[config.mk]
export PLATFORM = sky130hd
export DESIGN_NAME = altera_tse_rgmii_rx_sfd_align_flat
export DESIGN_NICKNAME = d
export VERILOG_FILES = /design/src/rtl/altera_tse_rgmii_rx_sfd_align_if.sv /design/src/rtl/altera_tse_rgmii_rx_sfd_align.sv /design/src/flat_wrapper.sv
export SDC_FILE = /design/constraint.sdc
export NUM_CORES = 1
export LEC_CHECK = 0
export CAP_MARGIN = 30
export CORE_UTILIZATION = 53
export CTS_BUF_LIST = sky130_fd_sc_hd__clkbuf_8
export DETAILED_ROUTE_END_ITERATION = 7
export HOLD_SLACK_MARGIN = 0.02
export PLACE_DENSITY = 0.74
export SLEW_MARGIN = 10
export SYNTH_ARGS = -nofsm -noshare
export SYNTH_HDL_FRONTEND = slang
export SYNTH_SLANG_ARGS = --single-unit
[constraint.sdc]
create_clock -name rx_clk -period 3.5 [get_ports rx_clk]
set_input_delay 0.525 -clock rx_clk [delete_from_list [all_inputs] [get_ports rx_clk]]
set_output_delay 0.525 -clock rx_clk [all_outputs]
set_load 0.01 [all_outputs]
[src/rtl/altera_tse_rgmii_rx_sfd_align_if.sv]
// altera_tse_rgmii_rx_sfd_align_if: GMII/MII receive inputs and framed byte stream outputs
interface altera_tse_rgmii_rx_sfd_align_if;
    logic speed;
    logic [7:0] gm_rx_d;
    logic gm_rx_dv;
    logic gm_rx_err;
    logic [3:0] m_rx_d;
    logic m_rx_en;
    logic m_rx_err;
    logic [7:0] rx_data;
    logic rx_valid;
    logic rx_sop;
    logic rx_eop;
    logic rx_err;
    logic [15:0] rx_len;
    logic rx_drop;
    modport master (
        output speed, gm_rx_d, gm_rx_dv, gm_rx_err, m_rx_d, m_rx_en, m_rx_err,
        input rx_data, rx_valid, rx_sop, rx_eop, rx_err, rx_len, rx_drop
    );
    modport slave (
        input speed, gm_rx_d, gm_rx_dv, gm_rx_err, m_rx_d, m_rx_en, m_rx_err,
        output rx_data, rx_valid, rx_sop, rx_eop, rx_err, rx_len, rx_drop
    );
endinterface

[src/rtl/altera_tse_rgmii_rx_sfd_align.sv]
// altera_tse_rgmii_rx_sfd_align: strips preamble/SFD from GMII or MII receive data and emits framed bytes
module altera_tse_rgmii_rx_sfd_align #(
    parameter int MIN_PRE = 1,
    parameter int MAX_LEN = 1518
) (
    input logic rx_clk,
    input logic reset_rx_clk_n,
    altera_tse_rgmii_rx_sfd_align_if.slave bus
);
    localparam logic [15:0] MIN_P = 16'(MIN_PRE);
    localparam logic [15:0] MAX_L = 16'(MAX_LEN);
    typedef enum logic [1:0] {IDLE, PRE, DATA, DROP} state_t;
    state_t state, state_n;
    logic spd, spd_n, hold_v, hold_v_n, nib, nib_n, bad, bad_n, first, first_n;
    logic [3:0] lo, lo_n;
    logic [7:0] hold, hold_n;
    logic [15:0] pre_cnt, pre_cnt_n, len, len_n;
    logic [7:0] rx_data, rx_data_n;
    logic rx_valid, rx_valid_n, rx_sop, rx_sop_n, rx_eop, rx_eop_n, rx_err, rx_err_n, rx_drop, rx_drop_n;
    logic [15:0] rx_len, rx_len_n;
    logic eff, dv, err, is_pre, is_sfd;
    logic [7:0] d, byte_in;
    logic [15:0] pre_cur;
    // In IDLE the live speed selects the lane; afterwards the value latched on frame start does
    assign eff = (state == IDLE) ? bus.speed : spd;
    assign dv = eff ? bus.gm_rx_dv : bus.m_rx_en;
    assign err = eff ? bus.gm_rx_err : bus.m_rx_err;
    assign d = eff ? bus.gm_rx_d : {4'h0, bus.m_rx_d};
    assign is_pre = eff ? d == 8'h55 : d[3:0] == 4'h5;
    assign is_sfd = eff ? d == 8'hD5 : d[3:0] == 4'hD;
    assign pre_cur = (state == IDLE) ? 16'd0 : pre_cnt;
    assign byte_in = eff ? d : {d[3:0], lo};
    always_comb begin
        state_n = state;
        spd_n = (state == IDLE && dv) ? bus.speed : spd;
        pre_cnt_n = pre_cnt;
        hold_n = hold;
        hold_v_n = hold_v;
        lo_n = lo;
        nib_n = nib;
        len_n = len;
        bad_n = bad;
        first_n = first;
        rx_data_n = 8'h00;
        rx_valid_n = 1'b0;
        rx_sop_n = 1'b0;
        rx_eop_n = 1'b0;
        rx_err_n = 1'b0;
        rx_len_n = 16'h0000;
        rx_drop_n = 1'b0;
        case (state)
            IDLE, PRE: begin
                if (!dv) begin
                    state_n = IDLE;
                end else if (err) begin
                    state_n = DROP;
                end else if (is_pre) begin
                    state_n = PRE;
                    pre_cnt_n = (pre_cur >= MIN_P) ? pre_cur : pre_cur + 16'd1;
                end else if (is_sfd && pre_cur >= MIN_P) begin
                    state_n = DATA;
                    hold_v_n = 1'b0;
                    nib_n = 1'b0;
                    len_n = 16'd0;
                    bad_n = 1'b0;
                    first_n = 1'b1;
                end else begin
                    state_n = DROP;
                end
            end
            DATA: begin
                if (!dv) begin
                    state_n = IDLE;
                    rx_valid_n = hold_v;
                    rx_data_n = hold_v ? hold : 8'h00;
                    rx_sop_n = hold_v & first;
                    rx_eop_n = hold_v;
                    rx_err_n = hold_v & (bad | nib | (len > MAX_L));
                    rx_len_n = hold_v ? len : 16'h0000;
                    rx_drop_n = !hold_v;
                end else begin
                    bad_n = bad | err;
                    if (eff | nib) begin
                        hold_n = byte_in;
                        hold_v_n = 1'b1;
                        nib_n = 1'b0;
                        len_n = (&len) ? len : len + 16'd1;
                        rx_valid_n = hold_v;
                        rx_data_n = hold_v ? hold : 8'h00;
                        rx_sop_n = hold_v & first;
                        first_n = first & !hold_v;
                    end else begin
                        lo_n = d[3:0];
                        nib_n = 1'b1;
                    end
                end
            end
            DROP: begin
                state_n = dv ? DROP : IDLE;
                rx_drop_n = !dv;
            end
            default: state_n = IDLE;
        endcase
    end
    always_ff @(posedge rx_clk or negedge reset_rx_clk_n) begin
        if (!reset_rx_clk_n) begin
            state <= IDLE;
            spd <= 1'b0;
            pre_cnt <= 16'd0;
            hold <= 8'h00;
            hold_v <= 1'b0;
            lo <= 4'h0;
            nib <= 1'b0;
            len <= 16'd0;
            bad <= 1'b0;
            first <= 1'b0;
            rx_data <= 8'h00;
            rx_valid <= 1'b0;
            rx_sop <= 1'b0;
            rx_eop <= 1'b0;
            rx_err <= 1'b0;
            rx_len <= 16'h0000;
            rx_drop <= 1'b0;
        end else begin
            state <= state_n;
            spd <= spd_n;
            pre_cnt <= pre_cnt_n;
            hold <= hold_n;
            hold_v <= hold_v_n;
            lo <= lo_n;
            nib <= nib_n;
            len <= len_n;
            bad <= bad_n;
            first <= first_n;
            rx_data <= rx_data_n;
            rx_valid <= rx_valid_n;
            rx_sop <= rx_sop_n;
            rx_eop <= rx_eop_n;
            rx_err <= rx_err_n;
            rx_len <= rx_len_n;
            rx_drop <= rx_drop_n;
        end
    end
    assign bus.rx_data = rx_data;
    assign bus.rx_valid = rx_valid;
    assign bus.rx_sop = rx_sop;
    assign bus.rx_eop = rx_eop;
    assign bus.rx_err = rx_err;
    assign bus.rx_len = rx_len;
    assign bus.rx_drop = rx_drop;
endmodule
[src/flat_wrapper.sv]
// flat-port wrapper written by rule: the top's interface ports become plain ports
module altera_tse_rgmii_rx_sfd_align_flat 
#(
    parameter int MIN_PRE = 1,
    parameter int MAX_LEN = 1518
)
  (rx_clk, reset_rx_clk_n, bus_speed, bus_gm_rx_d, bus_gm_rx_dv, bus_gm_rx_err, bus_m_rx_d, bus_m_rx_en, bus_m_rx_err, bus_rx_data, bus_rx_valid, bus_rx_sop, bus_rx_eop, bus_rx_err, bus_rx_len, bus_rx_drop);
  altera_tse_rgmii_rx_sfd_align_if bus_i ();
  input logic rx_clk;
  input logic reset_rx_clk_n;
  input wire logic [$bits(bus_i.speed)-1:0] bus_speed;
  input wire logic [$bits(bus_i.gm_rx_d)-1:0] bus_gm_rx_d;
  input wire logic [$bits(bus_i.gm_rx_dv)-1:0] bus_gm_rx_dv;
  input wire logic [$bits(bus_i.gm_rx_err)-1:0] bus_gm_rx_err;
  input wire logic [$bits(bus_i.m_rx_d)-1:0] bus_m_rx_d;
  input wire logic [$bits(bus_i.m_rx_en)-1:0] bus_m_rx_en;
  input wire logic [$bits(bus_i.m_rx_err)-1:0] bus_m_rx_err;
  output wire logic [$bits(bus_i.rx_data)-1:0] bus_rx_data;
  output wire logic [$bits(bus_i.rx_valid)-1:0] bus_rx_valid;
  output wire logic [$bits(bus_i.rx_sop)-1:0] bus_rx_sop;
  output wire logic [$bits(bus_i.rx_eop)-1:0] bus_rx_eop;
  output wire logic [$bits(bus_i.rx_err)-1:0] bus_rx_err;
  output wire logic [$bits(bus_i.rx_len)-1:0] bus_rx_len;
  output wire logic [$bits(bus_i.rx_drop)-1:0] bus_rx_drop;
  assign bus_i.speed = bus_speed;
  assign bus_i.gm_rx_d = bus_gm_rx_d;
  assign bus_i.gm_rx_dv = bus_gm_rx_dv;
  assign bus_i.gm_rx_err = bus_gm_rx_err;
  assign bus_i.m_rx_d = bus_m_rx_d;
  assign bus_i.m_rx_en = bus_m_rx_en;
  assign bus_i.m_rx_err = bus_m_rx_err;
  assign bus_rx_data = bus_i.rx_data;
  assign bus_rx_valid = bus_i.rx_valid;
  assign bus_rx_sop = bus_i.rx_sop;
  assign bus_rx_eop = bus_i.rx_eop;
  assign bus_rx_err = bus_i.rx_err;
  assign bus_rx_len = bus_i.rx_len;
  assign bus_rx_drop = bus_i.rx_drop;
  altera_tse_rgmii_rx_sfd_align #(.MIN_PRE(MIN_PRE), .MAX_LEN(MAX_LEN)) u_core (.rx_clk(rx_clk), .reset_rx_clk_n(reset_rx_clk_n), .bus(bus_i));
endmodule
==> run notes <==
run metrics: setup repair after global routing missed its margin=false, antenna violations before repair=0, number of failing hold endpoints at the final stage=0, Data buffer area share=0.114, DIE WIDTH=87.3 µm, number of max-cap violations=0, area used by sequential logic in the layout=around 2000 µm², synthesis warning total=0, pin count of the biggest net entering global routing=roughly 81, global-route wire length before repair=12700 µm, worst setup slack after placement=0.722 ns, Top Usage Layer GRT=met2, met3 Usage GRT=0.0569, number of cells in Yosys stat=~360, Iter 0 DRT Violations=roughly 280, number of flops mapped to enable cells by yosys=0, average instance area after synthesis=~11 µm², Site Rows=30, fraction of layout instances using a drive strength above 1=0.0905, Inserted Diodes=0, number of fill cells=around 560, GP Congestion=between 0.8 and 0.9, fraction of registers with async set/reset=1.00, Plain + repair buffers=52, Crit Path Max Fanout=14, fraction of area in registers=0.439, Post-CTS Setup Bufs=0, most instantiated library cell after synthesis=dfrtp_1, kind of end point of the critical path=flip-flop, number of non-filler instances in the completed layout=505, fin nets=~430, list of cells traversed by the critical path=or2_0 -> nand2_1 -> inv_1 -> ha_1 -> nand2b_1 -> a21oi_1 -> o21ai_2 -> buf_4 -> o211ai_1, dominant synthesized flop cell=dfrtp_1, chip area=7620 µm², delay of the slowest cell on the worst path=0.67 ns, worst slew pin tran=~0.9 ns, Sum Neg Setup Slack=0 ns, # IOs=48, via count of the first global-routing pass=roughly 2.7k, proportion of cell area occupied by multi-input gates=0.371, worst vdd rail ir drop=about 0.5 mV, Cell Count Post-Placement=488, sequential fraction of the synthesis area=0.519, class of the worst hold path=in2async, Max stage delay cell, worst path=dfrtp_1, Clock Network Area Fraction=0.0411, CTS clk-pin slew, worst paths=~0.080 ns, number of I/O port buffers=between 40 and 50, count of cell types in the netlist=about 58, Cell Area, Synth=around 3900 µm², CTS root buf=clkbuf_8, total cell area at the placement stage=4360 µm², number of failing setup endpoints in the final timing report=0, Yosys chip area=around 3900 µm², Signal inverters=11, Syn Inst Count=~360, hold bufs inserted after CTS=0, routed via count divided by cell count=between 5 and 6, final hold slack=~0.11 ns, Initial DRT Pass Iterations=5, DPL Wire Length=between 5000 and 6000 µm, critical path arrival=a little under 3 ns, post-cts repair resize count=0, post-route minimum period=roughly 2.7 ns, post-layout instance area=between 4000 and 5000 µm², combined area of the multi-input logic cells=about 1700 µm², maximum number of buffers from clock root to sink=2, total power=between 3000 and 4000 µW, static leakage power=slightly above 0.002 µW, area share, top type=0.519, core region area=between 6000 and 7000 µm², final slew viol count=0, clk_lat worst skew=between 0.3 and 0.4 ns, most area-consuming cells after synthesis=dfrtp_1 52%, a21oi_1 4.5%, and2_1 4.2%, cts bufs inserted=9, TritonCTS Sinks=roughly 80, Syn-to-layout area delta=18.3%, number of register bits inferred by synthesis=approximately 80, result of the run=finished, final reports clean, clock tree from TritonCTS=yes, largest registers=u_core.bus.rx_len x16, u_core.len x16, u_core.pre_cnt x16, Critical Path Source Type=flip-flop, fin worst setup slack=0.774 ns, Power Density=~720 nW/µm², final worst-path cycle share=0.779, final global-route overflow total=0, cell type taking the most area=sequential cells, final worst clock skew=0.00753 ns, Multi-Input Combinational=around 250, post-detailed-route DRC marker count=0, DRT antenna net count=0, Starting Density=0.559, top cells by count=80 x dfrtp_1, 35 x a21oi_1, 33 x nor2_1, clock buffer instance count of the final layout=9, required time at the worst-slack endpoint=around 3.7 ns, type of the setup path with the least slack=reg2reg, die height=around 87 µm, Syn Nets=around 380, headroom to the max-slew limit=0.417, fmax=between 300 and 400 MHz, cell type contributing the most total cell area after synthesis=dfrtp_1, warning total across the stage logs=29, Max H-tree Level=3, GRT met1 Usage=0.302
## cell usage in the layout, fill, tap and decap left out, types with 5 or more instances in the layout
cell type        netlist  routed
clkdlybuf4s50_1        0      46
and3_1                 5       5
a21oi_1               35      35
and2_1                26      26
o21ai_0                5       5
a31oi_1               13      13
clkbuf_8               0       9
mux2i_1               16      16
nor3_1                13      13
inv_1                 11      12
nor2b_1               13      13
nand2_1               13      13
buf_4                  3       5
nor4_1                 9       9
dfrtp_1               80      80
nor2_1                33      33
ha_1                   5       5
## cell families after synthesis
kind of cell,count (synthesis),synth area share
fa+ha+maj,5,0.0162
compound gates,83,0.146
simple gates,144,0.226
buf+inv,28,0.0418
flops,80,0.519
mux,18,0.0503
## path summary, 6_finish.rpt
path                                  from                    end  slack, ns  cells after the start
max                        u_core.state[0]          u_core.len[1]       0.77                      9
min                         reset_rx_clk_n  u_core.bus.rx_len[14]       0.11                      1
max reg2reg                u_core.state[0]          u_core.len[1]       0.77                      9
min reg2reg                   u_core.first           u_core.first       0.47                      1
max in group asynchronous   reset_rx_clk_n     u_core.pre_cnt[13]       2.80                      2
min in group rx_clk           u_core.first           u_core.first       0.47                      1
## critical path, delay by kind of cell (launching register included)
kind | cells | cell delay, ns
and+or+nand+nor | 3 | 0.75
AOI/OAI and AO/OA | 3 | 0.68
DFF | 1 | 0.67
buffers and inverters | 2 | 0.37
adders and majority gates | 1 | 0.13
## per-layer routing
metal / up-vias / wire length, µm
met3: 13 / 418
met2: 115 / 3660
met4: 0 / 136
li1: 1396 / -
met1: 1396 / 3480
met5: - / 0
## report_power, final
part | internal, µW | total (µW) | switching (µW)
clock | 323 | 656 | 333
combinational | 553 | 1300 | 751
sequential | 1140 | 1330 | 193
Figure 1. Met2 routing.
(4 px per µm) Cells faint in the background.
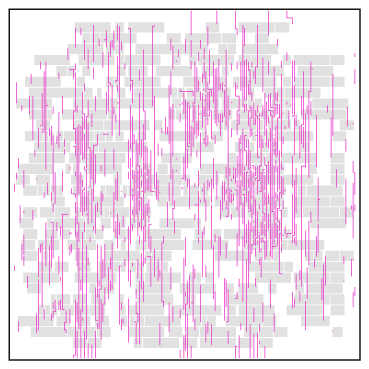
longest straight run = 32.0 µm
main direction = vertical
vias post-DR: 2920
met2 capacity usage during global routing: 0.335
aggregate routed wire length: 7690 µm

Figure 2. Cell outlines without signal wires.
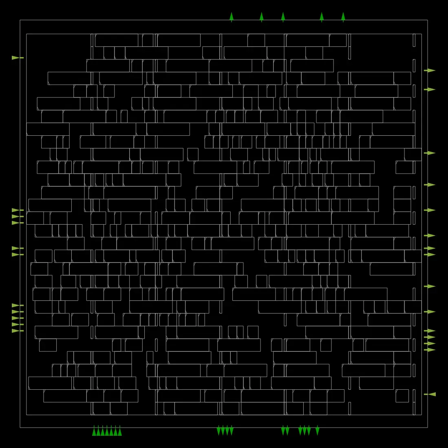
flip-flop and latch count: 80
Tapcells: 96
utilization after layout: 0.661

Figure 3. A small window of the routed layout.
Window x 24 to 64, y 24 to 64 µm. Cells in grey, sequential cells in the stronger grey; small squares are vias.
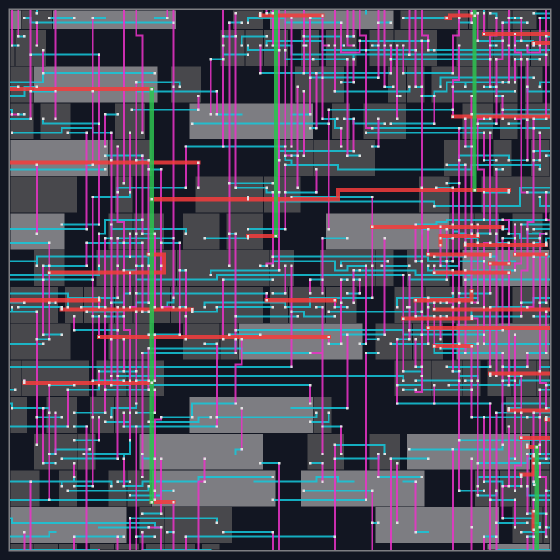
magenta -> met2
red -> met3
cyan -> met1
green -> met4
most frequent = dfrtp_1 (16), nor2_1 (11)
sequential cells in the window = 16
netlist names of flops here include = u_core.len (5), u_core.hold (2), u_core.pre_cnt (2)
cells with their middle in the window = 123

Figure 4. Wiring by layer.
(4 px per µm) Only two layers are drawn.
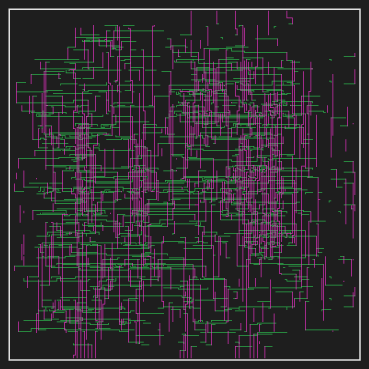
magenta -> met2  # wire length 3660 µm
green -> met1  # wire length 3480 µm
wire length per cell: 15.2 µm
Tot GR Track Use: 0.219

Power figures rest on the tool's default switching activity, not on a simulated workload.
